### Congestion heat map

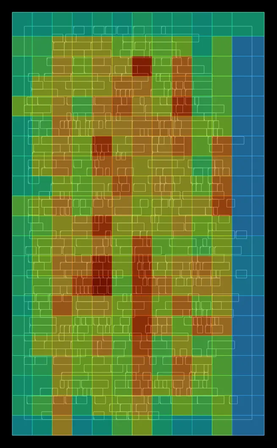
### Metal 2

(2 px per um)
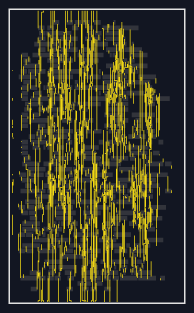
### Register map, names as in the netlist

(4 px per um)
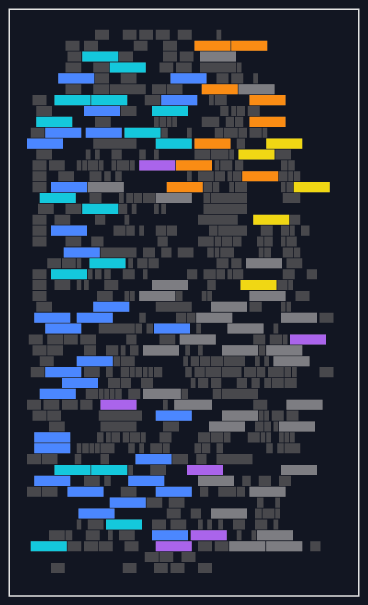
### src/rtl/disp_pkg.sv
// Shared types for the display scheduler: mode states, digit geometry
// and the press-driven mode step.
package disp_pkg;

    localparam int NUM_DIGITS = 6;
    localparam int DIGIT_W    = 5;

    typedef enum logic [1:0] {
        AUTO_A = 2'd0,
        AUTO_B = 2'd1,
        HOLD_A = 2'd2,
        HOLD_B = 2'd3
    } mode_e;

    function automatic logic page_of(mode_e m);
        return (m == AUTO_B) || (m == HOLD_B);
    endfunction

    function automatic mode_e press_next(mode_e m);
        case (m)
            HOLD_A:  return HOLD_B;
            HOLD_B:  return AUTO_A;
            default: return HOLD_A;
        endcase
    endfunction

endpackage

### src/rtl/ledselect.sv
// Page mux: maps the sum (page A) or contribution codes (page B)
// onto the six digit positions.
module ledselect
    import disp_pkg::*;
(
    input  logic                               i_sel,
    input  logic [15:0]                        i_val_a,
    input  logic [29:0]                        i_val_b,
    output logic [NUM_DIGITS-1:0][DIGIT_W-1:0] o_digits
);

    for (genvar k = 0; k < NUM_DIGITS; k++) begin : g_dig
        if (k < 4) begin : g_sum
            assign o_digits[k] = i_sel ? i_val_b[k*DIGIT_W +: DIGIT_W]
                                       : {1'b0, i_val_a[k*4 +: 4]};
        end else begin : g_blank
            assign o_digits[k] = i_sel ? i_val_b[k*DIGIT_W +: DIGIT_W]
                                       : '0;
        end
    end

endmodule

### src/rtl/disp_sched.sv
// Six-digit scan scheduler with debounced mode button and
// auto-alternating / held display pages.
module disp_sched
    import disp_pkg::*;
#(
    parameter int TICK_DIV       = 50000,
    parameter int DWELL_FRAMES   = 333,
    parameter int DEBOUNCE_TICKS = 20
) (
    input  logic                  clk,
    input  logic                  rst_n,
    input  logic                  btn,
    input  logic                  upd,
    input  logic [15:0]           val_a,
    input  logic [29:0]           val_b,
    output logic [DIGIT_W-1:0]    digit,
    output logic [NUM_DIGITS-1:0] dig_en,
    output logic                  sel,
    output logic                  mode_auto
);

    localparam int PW = $clog2(TICK_DIV);
    localparam int DW = $clog2(DWELL_FRAMES + 1);
    localparam int BW = $clog2(DEBOUNCE_TICKS + 1);

    localparam logic [PW-1:0] PRE_MAX   = PW'(TICK_DIV - 1);
    localparam logic [DW-1:0] DWELL_MAX = DW'(DWELL_FRAMES - 1);
    localparam logic [BW-1:0] DEB_MAX   = BW'(DEBOUNCE_TICKS - 1);
    localparam logic [2:0]    IDX_LAST  = 3'(NUM_DIGITS - 1);

    logic [PW-1:0]      r_pre;
    logic [1:0]         r_sync;
    logic               r_db;
    logic [BW-1:0]      r_db_cnt;
    mode_e              r_state;
    logic [DW-1:0]      r_dwell;
    logic [2:0]         r_idx;
    logic               r_sel;
    logic [15:0]        r_sh_a;
    logic [29:0]        r_sh_b;
    logic [DIGIT_W-1:0] r_digit;
    logic [NUM_DIGITS-1:0] r_dig_en;

    logic               w_tick;
    logic               w_wrap;
    logic [2:0]         w_idx_nxt;
    logic               w_press;
    logic               w_auto;
    logic               w_expire;
    mode_e              w_state_nxt;
    logic [DW-1:0]      w_dwell_nxt;
    logic               w_sel_nxt;
    logic [NUM_DIGITS-1:0][DIGIT_W-1:0] w_digits;

    assign w_tick    = (r_pre == PRE_MAX);
    assign w_wrap    = w_tick && (r_idx == IDX_LAST);
    assign w_idx_nxt = (r_idx == IDX_LAST) ? 3'd0 : r_idx + 3'd1;
    assign w_press   = w_tick && !r_db && r_sync[1]
                    && (r_db_cnt == DEB_MAX);
    assign w_auto    = (r_state == AUTO_A) || (r_state == AUTO_B);
    assign w_expire  = w_wrap && w_auto && (r_dwell == DWELL_MAX);

    // A press outranks a coincident dwell expiry.
    always_comb begin
        w_state_nxt = r_state;
        w_dwell_nxt = r_dwell;
        if (w_press) begin
            w_state_nxt = press_next(r_state);
            w_dwell_nxt = '0;
        end else if (w_expire) begin
            w_state_nxt = (r_state == AUTO_A) ? AUTO_B : AUTO_A;
            w_dwell_nxt = '0;
        end else if (w_wrap && w_auto) begin
            w_dwell_nxt = r_dwell + 1'b1;
        end
    end

    // Page only switches at the frame boundary.
    assign w_sel_nxt = w_wrap ? page_of(w_state_nxt) : r_sel;

    ledselect u_ledsel (
        .i_sel    (w_sel_nxt),
        .i_val_a  (r_sh_a),
        .i_val_b  (r_sh_b),
        .o_digits (w_digits)
    );

    always_ff @(posedge clk or negedge rst_n) begin
        if (!rst_n) begin
            r_pre    <= '0;
            r_sync   <= '0;
            r_db     <= 1'b0;
            r_db_cnt <= '0;
            r_state  <= AUTO_A;
            r_dwell  <= '0;
            r_idx    <= IDX_LAST;
            r_sel    <= 1'b0;
            r_sh_a   <= '0;
            r_sh_b   <= '0;
            r_digit  <= '0;
            r_dig_en <= '0;
        end else begin
            r_pre   <= w_tick ? '0 : r_pre + 1'b1;
            r_sync  <= {r_sync[0], btn};
            r_state <= w_state_nxt;
            r_dwell <= w_dwell_nxt;
            if (w_tick) begin
                if (r_sync[1] != r_db) begin
                    if (r_db_cnt == DEB_MAX) begin
                        r_db     <= ~r_db;
                        r_db_cnt <= '0;
                    end else begin
                        r_db_cnt <= r_db_cnt + 1'b1;
                    end
                end else begin
                    r_db_cnt <= '0;
                end
                r_idx    <= w_idx_nxt;
                r_sel    <= w_sel_nxt;
                r_digit  <= w_digits[w_idx_nxt];
                r_dig_en <= NUM_DIGITS'(1) << w_idx_nxt;
            end
            if (upd) begin
                r_sh_a <= val_a;
                r_sh_b <= val_b;
            end
        end
    end

    assign digit     = r_digit;
    assign dig_en    = r_dig_en;
    assign sel       = r_sel;
    assign mode_auto = w_auto;

endmodule
### config.mk
export PLATFORM = sky130hd
export DESIGN_NAME = disp_sched
export DESIGN_NICKNAME = d
export VERILOG_FILES = /design/src/rtl/disp_pkg.sv /design/src/rtl/ledselect.sv /design/src/rtl/disp_sched.sv
export SDC_FILE = /design/constraint.sdc
export NUM_CORES = 1
export LEC_CHECK = 0
export ABC_CLOCK_PERIOD_IN_PS = 3200
export CAP_MARGIN = 5
export CORE_ASPECT_RATIO = 1.75
export CORE_MARGIN = 4
export CORE_UTILIZATION = 42
export DETAILED_ROUTE_END_ITERATION = 10
export GPL_ROUTABILITY_DRIVEN = 0
export REMOVE_ABC_BUFFERS = 1
export SETUP_SLACK_MARGIN = 0.15
export SLEW_MARGIN = 0
export SYNTH_ARGS = -nofsm -noshare
export SYNTH_HDL_FRONTEND = slang
export SYNTH_SLANG_ARGS = --single-unit
export TNS_END_PERCENT = 5
### constraint.sdc
create_clock -name clk -period 3.2 [get_ports clk]
set_input_delay 0.32 -clock clk [delete_from_list [all_inputs] [get_ports clk]]
set_output_delay 0.32 -clock clk [all_outputs]
set_load 0.01 [all_outputs]
==> results_slide.txt <==
Key Metrics from the Run

Synthesis
  • Number of warning messages in the yosys log: 0
  • Total cells reported by yosys after synthesis: 421
  • Number of enable flip-flop cells: 0
  • Post-synthesis cell type with the largest instance count: sky130_fd_sc_hd__dfrtp_1
  • Simple-gate share of the synthesized area: 0.1772
  • Synth Area in Compound Gates: 0.1039
  • Multiplexer share of the synthesized area: 0.1123
  • Cell types occupying the most area after synthesis: sky130_fd_sc_hd__dfrtp_1, sky130_fd_sc_hd__mux2_2, sky130_fd_sc_hd__nand2_1, sky130_fd_sc_hd__xor2_1, sky130_fd_sc_hd__nor2_1
  • Largest family of logic cells by area: simple AND/OR/NAND/NOR gates
  • Largest area contributor in the synthesized netlist: sky130_fd_sc_hd__dfrtp_1
  • Post-synth ARST share: 1.000
  • Area leader share: 0.5125
  • Area figure in the yosys stat output: 4589 um2
  • Cell types with the highest counts after synthesis: sky130_fd_sc_hd__dfrtp_1, sky130_fd_sc_hd__mux2_2, sky130_fd_sc_hd__nand2_1, sky130_fd_sc_hd__nor2_1, sky130_fd_sc_hd__o21ai_0
  • Post-synthesis xor/xnor area fraction: 0.04580
  • Cells after Synth: 421
  • Syn Std Cell Area: 4589 um2
  • Synth Flop Type: sky130_fd_sc_hd__dfrtp_1

Cells and area
  • Top logic cells by instance count in the layout: sky130_fd_sc_hd__dfrtp_1, sky130_fd_sc_hd__clkdlybuf4s50_1, sky130_fd_sc_hd__mux2_2
  • Non-filler cells in the finished layout: 614
  • Registers with the most flip-flops: r_sh_b x30, r_pre x16, r_sh_a x16
  • Fraction of standard cell area that is sequential: 0.4240
  • Largest Register: r_sh_b
  • Filler cell count: 964
  • Clkbuf count: 10
  • Number of ordinary and repair buffers in the finished layout: 67
  • Fraction of layout instances using a drive strength above 1: 0.1736
  • Synth-to-layout area growth: 23.58%
  • Leading cell type in the layout, fill and taps excluded: sky130_fd_sc_hd__dfrtp_1
  • Number of ordinary inverters in the final layout: 12
  • NumNets Final: 534
  • Flop count: 96
  • Multi-In Gates: 294
  • Storage cell area: 2405 um2
  • Comb/total area: 0.3642
  • Comb. cell area: 2066 um2
  • Clock-cell share of area: 0.06045

Final timing
  • Transition at the pin with the smallest max-transition slack: 1.036 ns
  • Hold slack final: -0.01202 ns
  • Post-route clock period utilization: 0.7846
  • Final-report hold violation count: 23
  • Unrepaired setup endpoints after global routing: no
  • Peak Freq: 398.3 MHz
  • Worst relative slew slack: 0.3094
  • Setup tns final: 0 ns
  • Worst setup skew after layout: 0.007731 ns
  • Minimum clock period after layout: 2.511 ns

Global route
  • Largest net degree at the start of global routing: 52
  • Total gr overflow: 0
  • Total Routing Usage GR: 0.1746
  • Wire length of the first global-routing pass: 17400 um
  • Via count of the first global-routing pass: 3621
  • Met2 Use GR: 0.3101
  • Initial antenna violation count: 0

Routing
  • Uppermost signal routing layer after detailed routing: met4
  • Met3 wire len: 281 um
  • Detailed Route WL: 10190 um
  • Via count: 3378
  • Count of routing violations after the opening detailed-route iteration: 121
  • Initial DRT Pass Iterations: 4
  • Detail Route met2 WL: 5640 um
  • Detailed-routing wirelength on met1: 3985 um
  • DRT antenna net count: 0

Worst setup path
  • Family with the most delay on the worst path: simple AND/OR/NAND/NOR gates
  • Worst setup slack for register-to-register paths: 0.69 ns
  • Logic depth of the worst register-to-register path: 7
  • Max stage delay cell, worst path: sky130_fd_sc_hd__dfstp_2
  • Peak fanout along the critical path: 18
  • Critical path launch point type: flop
  • Critical Path AT: 2.79 ns
  • Critical Path, Cell by Cell: nand4_1, nor4b_1, nand4b_1, o21ai_2, inv_2, o211ai_1, a31o_2
  • WS Path Type: reg -> reg
  • Buffer-and-inverter tally for the worst setup path: 1
  • Capture instance of the worst register-to-register path: digit[2]
  • Maximum single-stage delay on the critical path: 0.71 ns
  • CP Capture Type: flop
  • Required arrival time at the worst endpoint: 3.48 ns
  • Launch instance of the worst register-to-register path: r_idx[0]

Power
  • Switching part of the total power: 0.2039
  • Leakage Power: 0.002410 uW
  • Sequential group power: 1310 uW
  • Power group with the largest share: registers
  • Internal Power: 2165 uW
  • Switching power: 554.5 uW
  • Total power of the final layout: 2719 uW
  • Part of the total power dissipated in the clock network: 0.454
  • Clock net power: 1230 uW
  • Worst supply voltage drop on vdd: 0.3167 mV
  • Relative contribution of sequential cells to total power: 0.481
  • Power share of the combinational group: 0.066
  • Combinational Power: 178 uW

Status
  • Result of the run: finished with violations
  • Violated checks: hold timing

Floorplanning
  • Well-tap cell count: 130
  • Horizontal extent of the die: 87.02 um
  • IO Count: 63
  • Cell row count: 50
  • Overall chip area: 12730 um2
  • Floorplan Utilization: 0.4290
  • Vertical extent of the die: 146.3 um

Clocking
  • Number of buffers inserted by post-CTS setup repair: 0
  • Hold buffer count at cts: 0
  • Cell at the root of the clock tree: sky130_fd_sc_hd__clkbuf_16
  • Number of CTS-inserted buffers: 9
  • Number of sinks handled by clock tree synthesis: 96
  • Cell resize tally after clock tree synthesis: 0
  • TritonCTS clock tree: yes
  • Maximum clock path buffer count: 2
  • H-Tree Depth: 3
  • Clock-pin slew on the worst setup and hold paths: 0.06 ns
  • Clock latency on the worst-skew pair: 0.34 ns

Flow run
  • Total number of warnings across the stage logs: 26
  • Count of maximum capacitance violations: 0

Placement
  • Pre-CTS setup slack: 0.7389 ns
  • Number of instances in the placed design: 599
  • Post-Place Cell Area: 5329 um2

Min path
  • Kind of path behind the tightest hold check: in -> async
## Picture notes: 'Congestion heat map'
global-route track usage on met1: 0.1995
met3 Usage GRT: 0.02710
final routed wire length divided by cell count: 16.59 um
final core utilization: 0.5302
most congested layer reported by global routing: met2

## Picture notes: 'Metal 2'
nets with wire on the layer: 471
main direction: vertical
wire length on this layer: 5640 um
longest straight run: 70.4 um
share of all routed wire: 55%

## Picture notes: 'Register map, names as in the netlist'
[purple] `dig_en` | sequential cells: 6
[orange] `r_dwell` | sequential cells: 9 | where: top center
[cyan] `r_sh_a` | sequential cells: 16
[blue] `r_sh_b` | sequential cells: 30
[yellow] `r_db_cnt` | sequential cells: 5
not colored: 30

[logic make-up (layout without fill, tap and decap cells)]
| kind of cell | after synthesis | after routing |
|---|---|---|
| fa+ha+maj | 4 | 4 |
| mux | 46 | 46 |
| buf+inv | 31 | 94 |
| compound gates | 64 | 64 |
| simple gates | 156 | 156 |
| xor+xnor | 24 | 24 |
| flops | 96 | 96 |
[worst max path at each step]
stage | slack [ns] | endpoint | depth (start not counted) | from
3_5_place_dp | 0.74 | digit[0] | 7 | r_idx[0]
3_3_place_gp | 0.80 | digit[0] | 7 | r_pre[10]
6_report | 0.69 | digit[2] | 7 | r_idx[0]
4_1_cts | 0.70 | digit[2] | 7 | r_idx[0]
5_1_grt | 0.52 | digit[3] | 7 | r_pre[0]
2_1_floorplan | 0.55 | digit[3] | 6 | r_pre[11]
Power and IR drop assume default switching activity.
